<file path="config.mk">
export PLATFORM = sky130hd
export DESIGN_NAME = mk_bsv_top
export DESIGN_NICKNAME = d
export VERILOG_FILES = /design/src/rtl/mk_bsv_top.sv
export SDC_FILE = /design/constraint.sdc
export NUM_CORES = 1
export LEC_CHECK = 0
export CAP_MARGIN = 20
export CORE_MARGIN = 3
export CORE_UTILIZATION = 57
export DETAILED_ROUTE_END_ITERATION = 6
export PLACE_DENSITY = 0.85
export SETUP_SLACK_MARGIN = 0.1
export SLEW_MARGIN = 0
export SYNTH_ARGS = -nofsm -noshare
export SYNTH_HDL_FRONTEND = slang
export SYNTH_SLANG_ARGS = --single-unit
</file>
<file path="constraint.sdc">
create_clock -name CLK -period 2.5 [get_ports CLK]
set_input_delay 0.75 -clock CLK [delete_from_list [all_inputs] [get_ports CLK]]
set_output_delay 0.75 -clock CLK [all_outputs]
set_load 0.01 [all_outputs]
</file>
<file path="src/rtl/mk_bsv_top.sv">
// mk_bsv_top: SPI test design top. Mode-0 SPI slave that receives command bytes,
// drives the RGB LEDs from bits [2:0] of each completed byte, and loops every
// byte back on spi_sdo during the following byte transfer.
//
// Ports:
//   CLK        in  24 MHz system clock
//   RST_N      in  synchronous active-low reset
//   spi_sck    in  SPI clock (async, mode 0, idles low)
//   spi_ncs    in  SPI chip select (async, active-low)
//   spi_sdi    in  SPI master-out data (async)
//   spi_sdo    out SPI slave-out data, 0 while deselected
//   led_red    out red LED, active-low
//   led_green  out green LED, active-low
//   led_blue   out blue LED, active-low
//
// Build option: define HEARTBEAT_EN to drive led_red from bit 23 of a
// free-running counter instead of the received command bit.
module mk_bsv_top (
  input  logic CLK,
  input  logic RST_N,
  input  logic spi_sck,
  input  logic spi_ncs,
  input  logic spi_sdi,
  output logic spi_sdo,
  output logic led_red,
  output logic led_green,
  output logic led_blue
);

  localparam int unsigned BYTE_W = 8;
  localparam int unsigned RX_W   = BYTE_W - 1;
  localparam int unsigned CNT_W  = 3;
  localparam int unsigned LED_W  = 3;
  localparam int unsigned SYNC_W = 2;

  // Input synchronizers plus one delay stage on sck/ncs for edge detection
  logic [SYNC_W-1:0] sck_sync, ncs_sync, sdi_sync;
  logic              sck_d, ncs_d;

  // rx keeps the seven bits already shifted in; the eighth completes the byte
  // straight into echo, so a full 8-bit rx would carry a dead top bit.
  logic [RX_W-1:0]   rx, rx_n;
  logic [BYTE_W-1:0] tx, tx_n;
  logic [CNT_W-1:0]  bitcnt, bitcnt_n;
  logic [BYTE_W-1:0] echo, echo_n;
  logic [LED_W-1:0]  led, led_n;

  logic sck_s, ncs_s, sdi_s;
  logic sck_rise, sck_fall, ncs_fall, ncs_rise;
  logic red_pin_n;

  assign sck_s = sck_sync[SYNC_W-1];
  assign ncs_s = ncs_sync[SYNC_W-1];
  assign sdi_s = sdi_sync[SYNC_W-1];

  assign sck_rise = sck_s & ~sck_d;
  assign sck_fall = ~sck_s & sck_d;
  assign ncs_fall = ~ncs_s & ncs_d;
  assign ncs_rise = ncs_s & ~ncs_d;

  // Synchronizer and edge-detect flops
  always_ff @(posedge CLK) begin
    if (!RST_N) begin
      sck_sync <= '0;
      ncs_sync <= '0;
      sdi_sync <= '0;
      sck_d    <= 1'b0;
      ncs_d    <= 1'b0;
    end else begin
      sck_sync <= {sck_sync[SYNC_W-2:0], spi_sck};
      ncs_sync <= {ncs_sync[SYNC_W-2:0], spi_ncs};
      sdi_sync <= {sdi_sync[SYNC_W-2:0], spi_sdi};
      sck_d    <= sck_s;
      ncs_d    <= ncs_s;
    end
  end

  // Shift/byte next-state; ncs rise outranks any coincident sck edge
  always_comb begin
    rx_n     = rx;
    tx_n     = tx;
    bitcnt_n = bitcnt;
    echo_n   = echo;
    led_n    = led;
    if (ncs_rise) begin
      bitcnt_n = '0;
    end else if (ncs_fall) begin
      tx_n     = echo;
      bitcnt_n = '0;
    end else if (!ncs_s) begin
      if (sck_rise) begin
        rx_n     = {rx[RX_W-2:0], sdi_s};
        bitcnt_n = CNT_W'(bitcnt + CNT_W'(1));
        if (bitcnt == CNT_W'(7)) begin
          echo_n = {rx, sdi_s};
          led_n  = {rx[1:0], sdi_s};
        end
      end else if (sck_fall) begin
        // bitcnt wrapped to 0 means the next bit is the MSB of a new byte
        if (bitcnt == '0) tx_n = echo;
        else              tx_n = {tx[BYTE_W-2:0], 1'b0};
      end
    end
  end

  // SPI datapath state
  always_ff @(posedge CLK) begin
    if (!RST_N) begin
      rx     <= '0;
      tx     <= '0;
      bitcnt <= '0;
      echo   <= '0;
      led    <= '0;
    end else begin
      rx     <= rx_n;
      tx     <= tx_n;
      bitcnt <= bitcnt_n;
      echo   <= echo_n;
      led    <= led_n;
    end
  end

`ifdef HEARTBEAT_EN
  localparam int unsigned HB_W = 24;
  logic [HB_W-1:0] hb_cnt;

  // Free-running heartbeat counter
  always_ff @(posedge CLK) begin
    if (!RST_N) hb_cnt <= '0;
    else        hb_cnt <= HB_W'(hb_cnt + HB_W'(1));
  end

  assign red_pin_n = ~hb_cnt[HB_W-1];
`else
  assign red_pin_n = ~led[0];
`endif

  // Registered active-low LED pins
  always_ff @(posedge CLK) begin
    if (!RST_N) begin
      led_red   <= 1'b1;
      led_green <= 1'b1;
      led_blue  <= 1'b1;
    end else begin
      led_red   <= red_pin_n;
      led_green <= ~led[1];
      led_blue  <= ~led[2];
    end
  end

  // ncs_d aligns the select gate with the tx load that follows an ncs fall
  assign spi_sdo = ~ncs_d & tx[BYTE_W-1];

endmodule

</file>
==> images/layer_met1.png <==
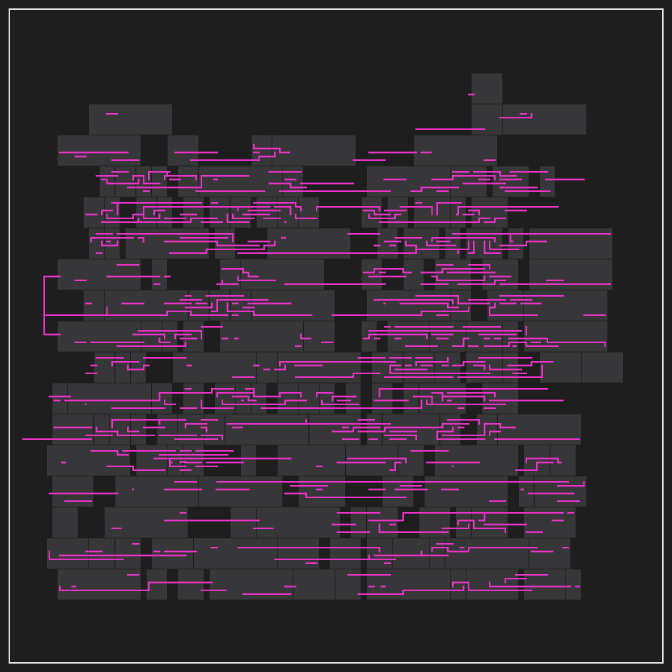
share of all routed wire: 49%
longest straight run: 30.8 um
nets with wire on the layer: 165

==> images/layer_met2.png <==
Scale bar: 20 um.
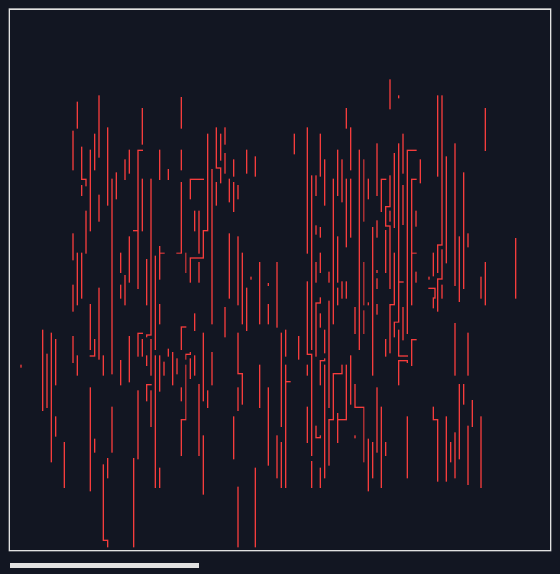
share of all routed wire: 44%
longest straight run: 21.1 um
nets with wire on the layer: 141

==> impl_metrics.csv <==
group,metric,value,unit
yosys,yosysChipArea,0.00150,mm2
yosys,synth_nets,174,
yosys,synthAdderAreaFrac,4.18,%
final_timing,finClkSkew,12.0,ps
layout,nFillCells,180,
yosys,yosysWarningCount,0,
layout,area_growth,8.79,%
route,routed_wl,2660,um
worst_setup_path,path_class,"register to output port",
yosys,ys_cells,164,
layout,logic_area,644,um2
grt,grt.overflow.total,0,
grt,met2_usage,27.9,%
route,vias_per_cell,5.71,
layout,flop_area,741,um2
yosys,synth_top_flop_cell,"dfxtp_1",
hold_path,min_path_type,"register to register",
route,met2_length,1180,um
route,met3WireLength,131,um
yosys,syn-instance-count,164,
route,drt_pre_antenna_iters,4,
grt,grt_pass1_wl,4690,um
yosys,logic_family,"AND-OR/OR-AND gates",
worst_setup_path,endpoint_kind,"output port",
clock_tree,clock_path_buffers,2,
worst_setup_path,reg2reg_from,"ncs_d",
worst_setup_path,start_kind,"register",
status,status,"complete, no violations",
route,top_layer,"met4",
final_timing,rsz0062_at_grt,"false",
final_timing,holdWs,414,ps
die,die_w,57.2,um
worst_setup_path,crit_path_max_fanout,2,
route,drc,0,
route,antenna_left,0,
yosys,mux_area_share,1.34,%
placement,gp_congestion,0.756,
pwr,p_total,0.988,mW
grt,grt_max_degree,24,
placement,dp_worst_setup_slack,677,ps
layout,top_regs,"echo: 8 flops, tx: 8 flops, rx: 7 flops",
clock_tree,postCtsSetupRepairBufs,0,
==> images/layer_met3.png <==
Scale bar: 20 um.
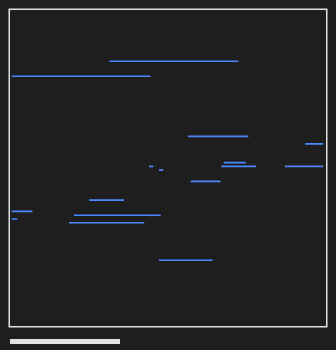
wire length on this layer: 132 um
main direction: horizontal

[Yosys cell counts, drive strengths merged, types with 2 or more instances]
cell    number  area share, %
a21oi       16            5.4
a221oi       6            3.5
a32oi        6            3.5
and2         8            3.5
buf          3            1.8
clkbuf       8            2.1
dfxtp       37             50
ha           5            4.2
inv         14            3.5
mux2i        2            1.3
nand2       17            4.3
nand2b       2           0.84
nand3        9            3.0
nor2         4            1.0
nor2b        2           0.84
o21ai       14            4.7
[final cells by class]
| type | count | share of cell area [%] |
|---|---|---|
| clock buffer | 5 | 2.31 |
| clock inverter | 3 | 1.31 |
| inverter | 14 | 3.23 |
| multi-input combinational | 102 | 39.6 |
| sequential | 37 | 45.5 |
| tap | 28 | 2.15 |
| timing repair buffer | 10 | 5.85 |
[worst max-delay path, cell delays in order, from the launching register on]
cell	delay [ps]
dfxtp_1	340
nor2b_1	140
clkdlybuf4s50_1	550
[power breakdown]
part	total [mW]	switching, mW	internal [mW]
registers	0.609	0.00753	0.602
clock network	0.317	0.206	0.111
logic	0.0610	0.0338	0.0272
[how the worst max path moves through the flow]
stage	depth (start not counted)	end	start	slack [ps]
finish	2	spi_sdo	tx[7]	390
global route	2	spi_sdo	tx[7]	330
CTS	2	spi_sdo	tx[7]	380
detailed placement	4	tx[6]	RST_N	680
global placement	4	tx[4]	RST_N	710
floorplan	7	tx[7]	ncs_d	650
[layout by cell type (no fill, tap or decap), types with 2 or more instances in the layout]
master / n
a21oi_1: 16
a221oi_1: 6
a32oi_1: 6
and2_1: 7
buf_4: 2
clkbuf_4: 5
clkdlybuf4s50_1: 8
dfxtp_1: 37
ha_1: 5
inv_1: 14
mux2i_1: 2
nand2_1: 17
nand2b_1: 2
nand3_1: 9
nor2_1: 4
nor2b_1: 2
o21ai_0: 14
Power and IR drop assume default switching activity.
